[config.mk]
export PLATFORM = sky130hd
export DESIGN_NAME = mem_arbiter_flat
export DESIGN_NICKNAME = d
export VERILOG_FILES = /design/src/rtl/mem_arbiter_if.sv /design/src/rtl/mem_arbiter.sv /design/src/flat_wrapper.sv
export SDC_FILE = /design/constraint.sdc
export NUM_CORES = 1
export LEC_CHECK = 0
export CAP_MARGIN = 10
export CORE_ASPECT_RATIO = 1.4
export CORE_UTILIZATION = 46
export DETAILED_ROUTE_END_ITERATION = 16
export PLACE_DENSITY = 0.87
export SKIP_LAST_GASP = 1
export SLEW_MARGIN = 30
export SYNTH_ARGS = -nofsm -noshare
export SYNTH_HDL_FRONTEND = slang
export SYNTH_SLANG_ARGS = --single-unit
[constraint.sdc]
create_clock -name clock -period 3.67 [get_ports clock]
set_clock_uncertainty 0.1 [all_clocks]
set_input_delay 0.734 -clock clock [delete_from_list [all_inputs] [get_ports clock]]
set_output_delay 0.734 -clock clock [all_outputs]
set_load 0.02 [all_outputs]
[src/rtl/mem_arbiter_if.sv]
// Handshake bundle between the two CPU ports, the arbiter and the QSPI
// memory controller. The arbiter uses the slave view; whoever drives the
// requests and models the controller uses the master view.
interface mem_arbiter_if #(
  parameter int DATA_BUS_WIDTH = 8,
  parameter int CMD_WIDTH      = 8
);
  // port 0 (instruction fetch)
  logic                      req_0;
  logic [CMD_WIDTH-1:0]      cmd_0;
  logic [DATA_BUS_WIDTH-1:0] wdata_0;
  logic                      done_0;
  logic [DATA_BUS_WIDTH-1:0] rdata_0;
  // port 1 (load/store)
  logic                      req_1;
  logic [CMD_WIDTH-1:0]      cmd_1;
  logic [DATA_BUS_WIDTH-1:0] wdata_1;
  logic                      done_1;
  logic [DATA_BUS_WIDTH-1:0] rdata_1;
  // memory controller side
  logic                      mem_op_valid;
  logic [CMD_WIDTH-1:0]      mem_cmd;
  logic [DATA_BUS_WIDTH-1:0] mem_wdata;
  logic                      mem_done;
  logic [DATA_BUS_WIDTH-1:0] mem_rdata;
  logic                      mem_abort;
  // status
  logic [1:0]                grant;
  logic                      timeout_err;
  logic                      err_clear;

  modport slave (
    input  req_0, cmd_0, wdata_0, req_1, cmd_1, wdata_1,
           mem_done, mem_rdata, err_clear,
    output done_0, rdata_0, done_1, rdata_1,
           mem_op_valid, mem_cmd, mem_wdata, mem_abort, grant, timeout_err
  );

  modport master (
    output req_0, cmd_0, wdata_0, req_1, cmd_1, wdata_1,
           mem_done, mem_rdata, err_clear,
    input  done_0, rdata_0, done_1, rdata_1,
           mem_op_valid, mem_cmd, mem_wdata, mem_abort, grant, timeout_err
  );
endinterface

[src/rtl/mem_arbiter.sv]
// Two-port round-robin arbiter in front of the single QSPI memory
// controller. One operation in flight at a time; the owner's command and
// write data are latched at grant, and a watchdog aborts an operation the
// controller never completes.
module mem_arbiter #(
  parameter int DATA_BUS_WIDTH = 8,
  parameter int CMD_WIDTH      = 8,
  parameter int TIMEOUT_CYCLES = 1024
) (
  input  logic         clock,
  input  logic         reset,
  mem_arbiter_if.slave bus
);
  // counter only ever needs to hold TIMEOUT_CYCLES-1
  localparam int CW = (TIMEOUT_CYCLES > 2) ? $clog2(TIMEOUT_CYCLES) : 1;

  typedef enum logic [1:0] {IDLE = 2'd0, OWN0 = 2'd1, OWN1 = 2'd2} state_t;

  state_t                    state_q, state_d;
  logic                      last_grant_q, last_grant_d;
  logic [CW-1:0]             wd_cnt_q, wd_cnt_d;
  logic [CMD_WIDTH-1:0]      cmd_q, cmd_d;
  logic [DATA_BUS_WIDTH-1:0] wdata_q, wdata_d;
  logic [DATA_BUS_WIDTH-1:0] rdata_0_q, rdata_0_d, rdata_1_q, rdata_1_d;
  logic                      done_0_q, done_0_d, done_1_q, done_1_d;
  logic                      abort_q, abort_d, terr_q, terr_d;
  logic                      op_valid, own1;
  logic [1:0]                grant;

  // arbitration and completion decode shared by the processes below
  logic pick0, pick1, owning, expire, finish;
  assign pick0  = bus.req_0 & (~bus.req_1 | last_grant_q);
  assign pick1  = bus.req_1 & (~bus.req_0 | ~last_grant_q);
  assign owning = (state_q != IDLE);
  assign own1   = (state_q == OWN1);
  // mem_done takes priority over an expiring watchdog
  assign expire = owning & ~bus.mem_done & (wd_cnt_q == CW'(TIMEOUT_CYCLES - 1));
  assign finish = owning & (bus.mem_done | expire);

  // state register plus all registered datapath/status outputs
  always_ff @(posedge clock) begin
    if (reset) begin
      state_q      <= IDLE;
      last_grant_q <= 1'b1;
      wd_cnt_q     <= '0;
      cmd_q        <= '0;
      wdata_q      <= '0;
      rdata_0_q    <= '0;
      rdata_1_q    <= '0;
      done_0_q     <= 1'b0;
      done_1_q     <= 1'b0;
      abort_q      <= 1'b0;
      terr_q       <= 1'b0;
    end else begin
      state_q      <= state_d;
      last_grant_q <= last_grant_d;
      wd_cnt_q     <= wd_cnt_d;
      cmd_q        <= cmd_d;
      wdata_q      <= wdata_d;
      rdata_0_q    <= rdata_0_d;
      rdata_1_q    <= rdata_1_d;
      done_0_q     <= done_0_d;
      done_1_q     <= done_1_d;
      abort_q      <= abort_d;
      terr_q       <= terr_d;
    end
  end

  // next state: grant from IDLE, release on completion or watchdog expiry
  always_comb begin
    state_d      = state_q;
    last_grant_d = last_grant_q;
    unique case (state_q)
      IDLE: begin
        if (pick0)      state_d = OWN0;
        else if (pick1) state_d = OWN1;
      end
      OWN0, OWN1: begin
        if (finish) begin
          state_d      = IDLE;
          last_grant_d = own1;
        end
      end
      default: state_d = IDLE;
    endcase
  end

  // next values of the registered outputs, latches and watchdog
  always_comb begin
    cmd_d     = cmd_q;
    wdata_d   = wdata_q;
    rdata_0_d = rdata_0_q;
    rdata_1_d = rdata_1_q;
    wd_cnt_d  = wd_cnt_q;
    done_0_d  = finish & ~own1;
    done_1_d  = finish & own1;
    abort_d   = expire;
    // a new timeout beats a coincident clear
    terr_d    = expire | (terr_q & ~bus.err_clear);
    if (!owning) begin
      wd_cnt_d = '0;
      if (pick0) begin
        cmd_d   = bus.cmd_0;
        wdata_d = bus.wdata_0;
      end else if (pick1) begin
        cmd_d   = bus.cmd_1;
        wdata_d = bus.wdata_1;
      end
    end else if (bus.mem_done) begin
      // aborted operations leave rdata untouched
      if (own1) rdata_1_d = bus.mem_rdata;
      else      rdata_0_d = bus.mem_rdata;
    end else if (!expire) begin
      wd_cnt_d = wd_cnt_q + CW'(1);
    end
  end

  // outputs decoded straight from the state register
  always_comb begin
    op_valid = owning;
    grant    = {state_q == OWN1, state_q == OWN0};
  end

  assign bus.mem_op_valid = op_valid;
  assign bus.grant        = grant;
  assign bus.mem_cmd      = cmd_q;
  assign bus.mem_wdata    = wdata_q;
  assign bus.rdata_0      = rdata_0_q;
  assign bus.rdata_1      = rdata_1_q;
  assign bus.done_0       = done_0_q;
  assign bus.done_1       = done_1_q;
  assign bus.mem_abort    = abort_q;
  assign bus.timeout_err  = terr_q;
endmodule

[src/flat_wrapper.sv]
// flat-port wrapper written by rule: the top's interface ports become plain ports
module mem_arbiter_flat 
#(
  parameter int DATA_BUS_WIDTH = 8,
  parameter int CMD_WIDTH      = 8,
  parameter int TIMEOUT_CYCLES = 1024
)
  (clock, reset, bus_req_0, bus_cmd_0, bus_wdata_0, bus_req_1, bus_cmd_1, bus_wdata_1, bus_mem_done, bus_mem_rdata, bus_err_clear, bus_done_0, bus_rdata_0, bus_done_1, bus_rdata_1, bus_mem_op_valid, bus_mem_cmd, bus_mem_wdata, bus_mem_abort, bus_grant, bus_timeout_err);
  mem_arbiter_if #(.DATA_BUS_WIDTH(DATA_BUS_WIDTH), .CMD_WIDTH(CMD_WIDTH)) bus_i ();
  input  logic clock;
  input  logic reset;
  input wire logic [$bits(bus_i.req_0)-1:0] bus_req_0;
  input wire logic [$bits(bus_i.cmd_0)-1:0] bus_cmd_0;
  input wire logic [$bits(bus_i.wdata_0)-1:0] bus_wdata_0;
  input wire logic [$bits(bus_i.req_1)-1:0] bus_req_1;
  input wire logic [$bits(bus_i.cmd_1)-1:0] bus_cmd_1;
  input wire logic [$bits(bus_i.wdata_1)-1:0] bus_wdata_1;
  input wire logic [$bits(bus_i.mem_done)-1:0] bus_mem_done;
  input wire logic [$bits(bus_i.mem_rdata)-1:0] bus_mem_rdata;
  input wire logic [$bits(bus_i.err_clear)-1:0] bus_err_clear;
  output wire logic [$bits(bus_i.done_0)-1:0] bus_done_0;
  output wire logic [$bits(bus_i.rdata_0)-1:0] bus_rdata_0;
  output wire logic [$bits(bus_i.done_1)-1:0] bus_done_1;
  output wire logic [$bits(bus_i.rdata_1)-1:0] bus_rdata_1;
  output wire logic [$bits(bus_i.mem_op_valid)-1:0] bus_mem_op_valid;
  output wire logic [$bits(bus_i.mem_cmd)-1:0] bus_mem_cmd;
  output wire logic [$bits(bus_i.mem_wdata)-1:0] bus_mem_wdata;
  output wire logic [$bits(bus_i.mem_abort)-1:0] bus_mem_abort;
  output wire logic [$bits(bus_i.grant)-1:0] bus_grant;
  output wire logic [$bits(bus_i.timeout_err)-1:0] bus_timeout_err;
  assign bus_i.req_0 = bus_req_0;
  assign bus_i.cmd_0 = bus_cmd_0;
  assign bus_i.wdata_0 = bus_wdata_0;
  assign bus_i.req_1 = bus_req_1;
  assign bus_i.cmd_1 = bus_cmd_1;
  assign bus_i.wdata_1 = bus_wdata_1;
  assign bus_i.mem_done = bus_mem_done;
  assign bus_i.mem_rdata = bus_mem_rdata;
  assign bus_i.err_clear = bus_err_clear;
  assign bus_done_0 = bus_i.done_0;
  assign bus_rdata_0 = bus_i.rdata_0;
  assign bus_done_1 = bus_i.done_1;
  assign bus_rdata_1 = bus_i.rdata_1;
  assign bus_mem_op_valid = bus_i.mem_op_valid;
  assign bus_mem_cmd = bus_i.mem_cmd;
  assign bus_mem_wdata = bus_i.mem_wdata;
  assign bus_mem_abort = bus_i.mem_abort;
  assign bus_grant = bus_i.grant;
  assign bus_timeout_err = bus_i.timeout_err;
  mem_arbiter #(.DATA_BUS_WIDTH(DATA_BUS_WIDTH), .CMD_WIDTH(CMD_WIDTH), .TIMEOUT_CYCLES(TIMEOUT_CYCLES)) u_core (.clock(clock), .reset(reset), .bus(bus_i));
endmodule
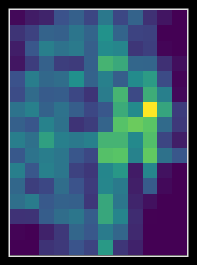
**Above:** run 1 (routed metal per tile).
Drawn at 3 px/um. 12 x 16 tiles, from dark purple (low) to yellow (high), scaled to the fullest tile. Values are wire area over tile area, all layers added.
12% of the tiles are over half the peak. The mean over all tiles is 0.16. 12% of the tiles are nearly empty.

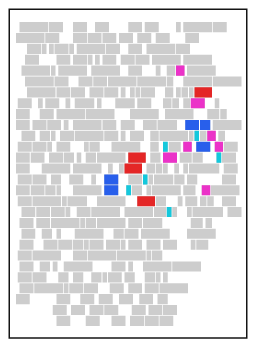
**Above:** run 1 (gate families picked out).
Drawn at 4 px/um.
Key: cyan = inverters [cells 6]; magenta = AND and OR gates [cells 7, where middle right]; red = adder and majority cells [cells 4, where centre]; blue = AND-OR and OR-AND gates [cells 5]
combinational share of cell area: 33.81%
most used logic cell in the final layout: clkdlybuf4s50_1

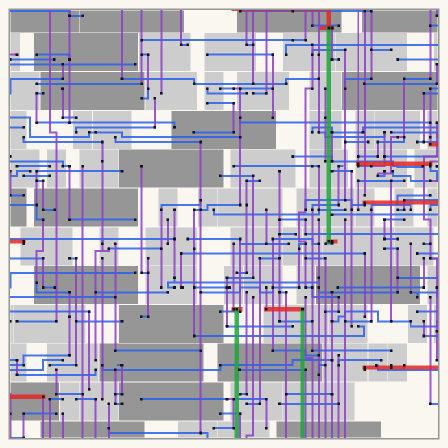
**Above:** run 1 (a small window of the routed layout).
Window x 14 to 44, y 26 to 56 um. Cells in grey, sequential cells in the stronger grey; small squares are vias.
Key: blue = met1; red = met3; purple = met2; green = met4
Most frequent: dfxtp_1 (16), nor2_1 (13). 71 logic cells have their middle in the window. Sequential cells in the window: 16. Netlist names of flops here include u_core.bus.rdata_1 (4), u_core.wd_cnt_q (3), u_core.bus.mem_cmd (2).

==> results.txt, run 1 <==
Notes on the physical design

The run finished with clean final reports. The buffer type at the clock tree root is clkbuf_8. The post-detailed-route DRC marker count is 0. The top fanout value on the critical path is 7. The maximum count of clock buffers along a single path is 2.

Clock latency on the worst-skew pair, taken at its later pin, is 290 ps. For this run, the detailed router's first-pass iteration total came to 4. Broken down by cell family, the worst path's largest delay share belongs to buffers and inverters. Yosys mapped a number of flops with a built-in enable equal to 0. The final sum of negative setup slack is 0 ps.

The die outline width is 59.00 um. The post-detailed-route via-to-cell ratio is 5.202. The minimum period implied by the final worst setup slack is 2656 ps.

The worst setup path is captured at an output port. Leaving out fill and tap cells, the most frequent cells in the layout are clkdlybuf4s50_1, dfxtp_1, nor2_1, mux2i_1, a211oi_1. The class of the worst hold path is flop to flop. After Yosys synthesis, AND-OR and OR-AND compound gates account for 13.76% of the synthesized area. The reported net switching power is 397.3 uW. The portion of synthesized cell area occupied by the leading cell type is 46.89%. The number of nets handed over by synthesis was 263.

On the final layout, the worst hold slack is just under 400 ps. During I/O placement, the number of pins put on the boundary was 85. The critical path class is flop to output port. After clock tree synthesis, the flow added hold-fix buffers numbering 0.

The synthesized instance count is between 200 and 250. For this run, the script counts the antenna cells in the layout as 0. Per the CTS log, the maximum H-tree level is 2.

The cell area power density is 434.0 nW/um2. The maximum cell stage delay along the critical path is 640 ps. Post-synth the commonest register cell is dfxtp_1. The net total in the final layout is around 350. According to the Yosys statistics, the synthesized design has a chip area of 2092 um2. The aggregate global routing overflow is 0.

Cells with a size suffix above 1 make up 5.405% of the layout. The reg-to-reg critical path endpoint is u_core.bus.mem_cmd[0]. The flop-to-flop setup slack is 1470 ps.

The cell internal power dissipation is a little over 900 uW. The power consumption is around 1300 uW. The routed layout has 1852 vias. In the post-synthesis netlist, the biggest area contributors are dfxtp_1, mux2i_1, nor2_1, a211oi_1, ha_1. The cell accounting for the most synthesized area is dfxtp_1. Per the timing report, the achievable frequency comes out to around 380 MHz. The post-layout worst setup margin is about 1000 ps.

TritonCTS built the clock tree. The share of power burned in combinational logic is about 31%. STA on the placed design reports a worst setup slack of 1004 ps. The count of yosys warnings during synthesis is 0. The via count of the first global-routing pass was 1747.

The fraction of the mapped netlist area in adder cells is 2.392%. On met3, the global router reports a usage of 5.512%. After synthesis, the netlist uses 38 different library cells.

According to the floorplan report, the placeable core area is between 4000 and 5000 um2. The post-CTS setup buffer count is 0. The OpenROAD warning count is 28. For this run, the final setup violation count is recorded as 0. After clock tree synthesis, the clock-pin slew on the worst setup and hold paths is ~80 ps. The mux cell area share after synthesis is 15.79%. The sum of net half-perimeters after detailed placement is around 3.7 mm. The endpoint of the worst hold path is reported as u_core.bus.timeout_err. The peak ir drop on the vdd network is 0.3332 mV. The launch point of the worst hold path is u_core.bus.timeout_err.

The chip occupies 4826 um2. The synthesized flop and latch total is ~49. The number of DRC violations after detailed-routing iteration 0 is 74. The cell repeated most along the worst path is inv_1.

The area added between synthesis and finish is 46.47%. The synthesis run identifies the leading combinational cell family as simple AND/OR/NAND/NOR gates. Data on the critical path is required at its endpoint by 2840 ps. Along the critical path, the tally of buffer and inverter instances is 3. The number of resized instances in the post-cts repair step is 0. The routed wire length per instance is about 14 um.

The script computed the net switching share of total power as 29.88%. The final report gives the core utilization as 71.11%. Summing every instance area after synthesis gives 2092 um2. In this run the mean area of a mapped cell was 9.822 um2.

The area fraction in xor and xnor cells is 1.256%. Summed over all cells, the static leakage comes to between 0.001 and 0.0015 uW. The number of antenna violations at the first check in global routing is 0.

The global-route met2 utilization is 37.50%. Wires add up to 4.934 mm. The simple logic cell fraction of the synthesized area is roughly 16%. The fraction of registers with async set or reset after synthesis is 0%.

The report lists the cells along the critical path as inv_1, ha_1, inv_1, clkdlybuf4s50_1. The max capacitance violation total is 0. The met1 layer usage reported by global route is around a quarter. The final timing summary puts the cycle share of the worst path at between 70 and 80%. In the hold timing report, the worst path depth is 2. The number of cells in Yosys stat is 213.

Entering global routing, the biggest net connects 24 pins.
[run 1: sequential cells by signal, indices dropped and copies added, names as in the netlist]
name / flops
u_core.last_grant_q: 1
u_core.bus.rdata_0: 8
u_core.wd_cnt_q: 10
u_core.state_q: 2
u_core.bus.done_1: 1
u_core.bus.mem_abort: 1
u_core.bus.mem_wdata: 8
u_core.bus.mem_cmd: 8
u_core.bus.rdata_1: 8
u_core.bus.done_0: 1
u_core.bus.timeout_err: 1
[run 1: metal layers]
layer | up-vias | wire [um] | share of wire, %
met5 | - | 0 | 0
met3 | 10 | 215 | 4.4
met2 | 59 | 2628 | 53
met4 | 0 | 97 | 2.0
li1 | 927 | - | -
met1 | 856 | 1992 | 40
[run 1: cell families after synthesis]
group	Yosys count
simple gates	69
flops	49
compound gates	38
mux	33
buf+inv	17
fa+ha+maj	4
xor+xnor	3
[run 1: metrics by stage]
| step | cells | instance area [um2] |
|---|---|---|
| floorplan | 213 | 2092 |
| global placement | 349 | 2978 |
| detailed placement | 349 | 2978 |
| CTS | 356 | 3064 |
| global route | 356 | 3064 |
| finish | 356 | 3064 |
[run 1: power by group through the flow]
| stage | logic (uW) | clock network, uW | registers, uW |
|---|---|---|---|
| 2_1_floorplan | 176 | 0 | 673 |
| 3_3_place_gp | 403 | 0 | 620 |
| 3_5_place_dp | 412 | 0 | 621 |
| 4_1_cts | 414 | 316 | 609 |
| 5_1_grt | 443 | 339 | 615 |
| 6_report | 412 | 309 | 609 |
[run 1: Yosys cell counts (2+ instances only)]
cell type and count:
and4b_1 2, buf_2 3, nand3_1 3, clkbuf_1 2
nand2b_1 2, inv_1 6, nand4b_1 2, o21ai_0 6
nor2_2 2, a21oi_1 3, dfxtp_1 49, ha_1 4
xor2_1 3, mux2i_1 33, a211oi_1 18, nor2_1 45
o2111ai_1 2, or3_1 2, nand2_1 4, buf_1 4
[run 1: cell type report]
type,instances,area (um2)
repair buffers,87,863.3
clock buffers,7,86.33
multi-input cells,147,1036
fillers,343,1245
flip-flops and latches,49,980.9
inverters,6,22.52
well taps,60,75.07
[run 1: worst min-delay path: stages (launching register included)]
cell	delay, ps
dfxtp_1	320
nand2b_1	60
a21oi_1	60
[run 1: how the worst max path moves through the flow]
stage	cells after the start	from	end
after floorplan	5	bus_req_1	u_core.state_q[0]
after global placement	6	bus_req_0	u_core.bus.mem_wdata[0]
after detailed placement	6	bus_req_0	u_core.bus.mem_cmd[0]
after CTS	4	u_core.state_q[0]	bus_mem_op_valid
after global routing	4	u_core.state_q[0]	bus_mem_op_valid
final	4	u_core.state_q[0]	bus_mem_op_valid
**Run 1: cell outlines without signal wires**

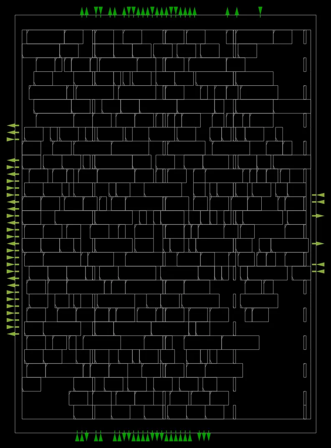

==> run 2, diff against run 1 <==
- CORE_UTILIZATION: 46 -> 39
- PLACE_DENSITY: 0.87 -> 0.78
- clock period: 3.67 -> 2.23 ns (I/O delays scaled with it)
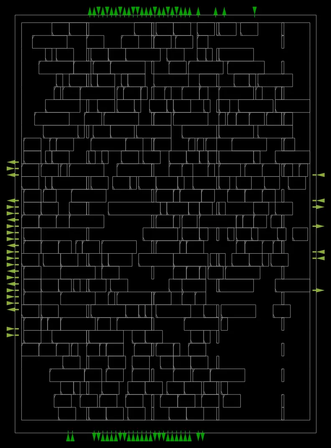
**Above:** run 2 (cell outlines without signal wires).
non-filler cells, final: 367
num rows: 31

==> run 2 against run 1 <==
Die area rose by 17%. Synthesized cell count did not move. Sequential cell count did not move. Sequential share of layout area fell by 0.77 points. Synthesized area did not move. First-iteration DRC count rose by 6.8%. Routed wire length fell by 0.73%. Critical path depth did not move. Global-route usage fell by 3.0 points. Combinational power rose by 67%. Non-clock buffer count rose by 4. Count of clock-buffer cells in the layout fell by 2. Critical endpoint unchanged. Highest routed layer unchanged.
==> results.txt, run 2 <==
Notes on the physical design

The peak ir drop on the vdd network is 0.4564 mV (+37%). The count of yosys warnings during synthesis is 0 (unchanged). The max capacitance violation total is 0 (unchanged). The via count of the first global-routing pass is 1766 (+1.1%).

The endpoint required time on the critical path came to 1680 ps (-1160 ps). Sorting the synthesized cells by how often they occur yields dfxtp_1, nor2_1, mux2i_1. The logic depth of the worst setup path including buffers came to 4 (unchanged). Ranked by total cell area, the synthesized netlist is headed by dfxtp_1, mux2i_1, nor2_1, a211oi_1, ha_1. Relative to the synthesized area, the layout overhead comes to 50.06%. The OpenROAD warning count is 28 (unchanged). The maximum count of clock buffers along a single path came to 2 (unchanged). The number of DRC violations after detailed-routing iteration 0 was 79 (+6.8%).

The cell area power density is 736.7 nW/um2 (+70%). OpenSTA lists the critical path endpoint as bus_mem_op_valid. The number of vias after detailed routing is 1803 (-2.6%). The final timing summary puts the cycle share of the worst path at 93.35%. The portion of synthesized cell area occupied by the leading cell type is 46.89% (unchanged). The total wire length is 4.898 mm (-0.73%). The largest net degree at the start of global routing came to 25 (+4.2%). The number of placed cells counting well taps is 359 (+2.9%).

The aggregate global routing overflow came to 0 (unchanged). The top fanout value on the critical path is 7 (unchanged). The post-detailed-route via-to-cell ratio was 4.913 (-5.6%). The share of layout cells above drive strength 1 is 7.309% (+1.9 points). The number of primary I/O pins is 85 (unchanged). The synthesized instance count is 213 (unchanged). The die outline width is 63.90 um (+8.3%). TritonCTS created 5 clock buffers. The routed wire length per instance is 13.35 um (-3.7%). In the post-synthesis netlist, the cell with the most instances is dfxtp_1. Looking at the reg2reg group, the worst path ends at u_core.state_q[0]. The cell accounting for the most synthesized area is dfxtp_1.

The final instance area was 3139 um2 (+2.4%). The net total in the final layout is 350 (+1.2%). Per the synth stats, the flop cell with the highest instance count is dfxtp_1.

The final sum of negative setup slack is 0 ps (unchanged). The run finished with clean final reports. The dominant logic cell type in the layout is clkdlybuf4s50_1. The worst setup path is captured at an output port. The most critical min-delay path falls under flop to flop.

The post-detailed-route DRC marker count was 0 (unchanged). The netlist area before placement is 2092 um2 (unchanged). The launch point of the worst register-to-register path is recorded as u_core.state_q[1]. The startpoint of the most critical setup path is u_core.state_q[1]. The buffers plus inverters on the worst setup path is 3 (unchanged). The worst slack at placement is 65.50 ps (-938.6 ps). The average instance area after synthesis was 9.822 um2 (unchanged). More flip-flops sit in one register than any other, and that register is u_core.wd_cnt_q.

The number of cells in Yosys stat came to 213 (unchanged). The total of fill cells in the finished design is 457 (+33%). The synthesized netlist net count is 263 (unchanged).

The worst hold slack is 379.7 ps (-5.096 ps). The level count of the clock H-tree is 2 (unchanged). The post-CTS setup buffer count is 0 (unchanged). The total placed instance area was 3028 um2 (+1.7%). The sum of net half-perimeters after detailed placement came to 3.768 mm (+1.4%).

TritonCTS built the clock tree. The highest clock rate this design can be run at is 480.4 MHz. The maximum cell stage delay along the critical path came to 380 ps (-260 ps). The post-layout worst setup margin is 148.3 ps (-865.3 ps).

The placeable core region is 5159 um2 (+20%). The area reported by Yosys stat is 2092 um2 (unchanged). The source-to-sink clock delay at the later pin of the worst-skew pair is 290 ps (about the same).

In this design, the largest share of critical-path delay is due to buffers and inverters. The length of the first detailed-routing pass in iterations is 4 (unchanged). The number of different library cells in the post-synthesis netlist came to 38 (unchanged).

The clock-pin slew on the worst setup and hold paths was 90 ps (about the same). The path depth of the worst reg2reg path is 6. The flip-flop count of the largest register, all copies and words added is 10 (unchanged).

The buffer type at the clock tree root is clkbuf_8. Per STA, the worst path is made up of inv_1, ha_1, inv_1, dlygate4sd2_1. The cell repeated most along the worst path is inv_1. The worst path needs about 2100 ps of the cycle, external delays included. The synthesized flop and latch total is 49 (unchanged). The number of antenna violations at the first check in global routing came to 0 (unchanged). The flop-to-flop setup slack is 350 ps (-1120 ps). Setup repair after global routing left no endpoint under its margin.

The overall chip area is 5665 um2 (+17%). The library cells used most frequently in the layout, excluding fill and tap cells, are clkdlybuf4s50_1, dfxtp_1, nor2_1, mux2i_1, a211oi_1.
-- run 2: worst min path at each step --
stage,startpoint,endpoint,slack (ps),cells after the start
after floorplan,u_core.wd_cnt_q[2],u_core.wd_cnt_q[2],350,1
after global placement,u_core.bus.timeout_err,u_core.bus.timeout_err,360,2
after detailed placement,u_core.bus.timeout_err,u_core.bus.timeout_err,370,2
after CTS,u_core.bus.timeout_err,u_core.bus.timeout_err,380,2
after global routing,u_core.bus.timeout_err,u_core.bus.timeout_err,400,2
final,u_core.bus.timeout_err,u_core.bus.timeout_err,380,2
-- run 2: worst register-to-register path, delay by kind of cell (launching register included) --
kind	cells	cell delay (ps)
adders and majority gates	1	250
buffers and inverters	1	80
AOI/OAI and AO/OA	2	420
and+or+nand+nor	2	560
DFF	1	380
-- run 2: kinds of logic after synthesis --
kind of cell	Yosys count	share of synthesized area, %
AOI/OAI and AO/OA	38	13.76
buffers and inverters	17	3.768
xor gates and xnor gates	3	1.256
adders and majority gates	4	2.392
and+or+nand+nor	69	16.15
muxes	33	15.79
DFF	49	46.89
-- run 2: what timing repair did --
action / CTS / global route
setup endpoints to repair: 1 / 0
gates resized: 1 / 0
hold buffers: 0 / 0
-- run 2: cell type report --
class,instances,area (um2),share of cell area (%)
sequential,49,980.9,31.25
multi-input combinational,147,1036,33.00
clock buffer,5,68.82,2.192
inverter,6,22.52,0.7174
clock inverter,3,43.79,1.395
timing repair buffer,91,904.6,28.82
tap,66,82.58,2.631
-- run 2: per-stage QoR --
step / utilization, % / power (uW)
after floorplan: - / 1396
after CTS: 60.85 / 2344
after detailed placement: 58.70 / 1717
final: 60.85 / 2313
after global routing: 60.85 / 2440
after global placement: 58.70 / 1705
-- run 2: power by group --
group	switching [uW]	internal (uW)	total, uW
clock network	290	336	626
logic	344	342	686
registers	42.7	958	1000
total	676	1640	2310
-- run 2: per-layer routing --
metal,GRT usage [%],vias to the layer above,share of wire [%]
li1,-,925,-
met1,18.66,826,39
met2,33.75,43,55
met3,5.026,9,4.3
met4,8.884,0,1.9
met5,0,-,0
Power and IR drop assume default switching activity.
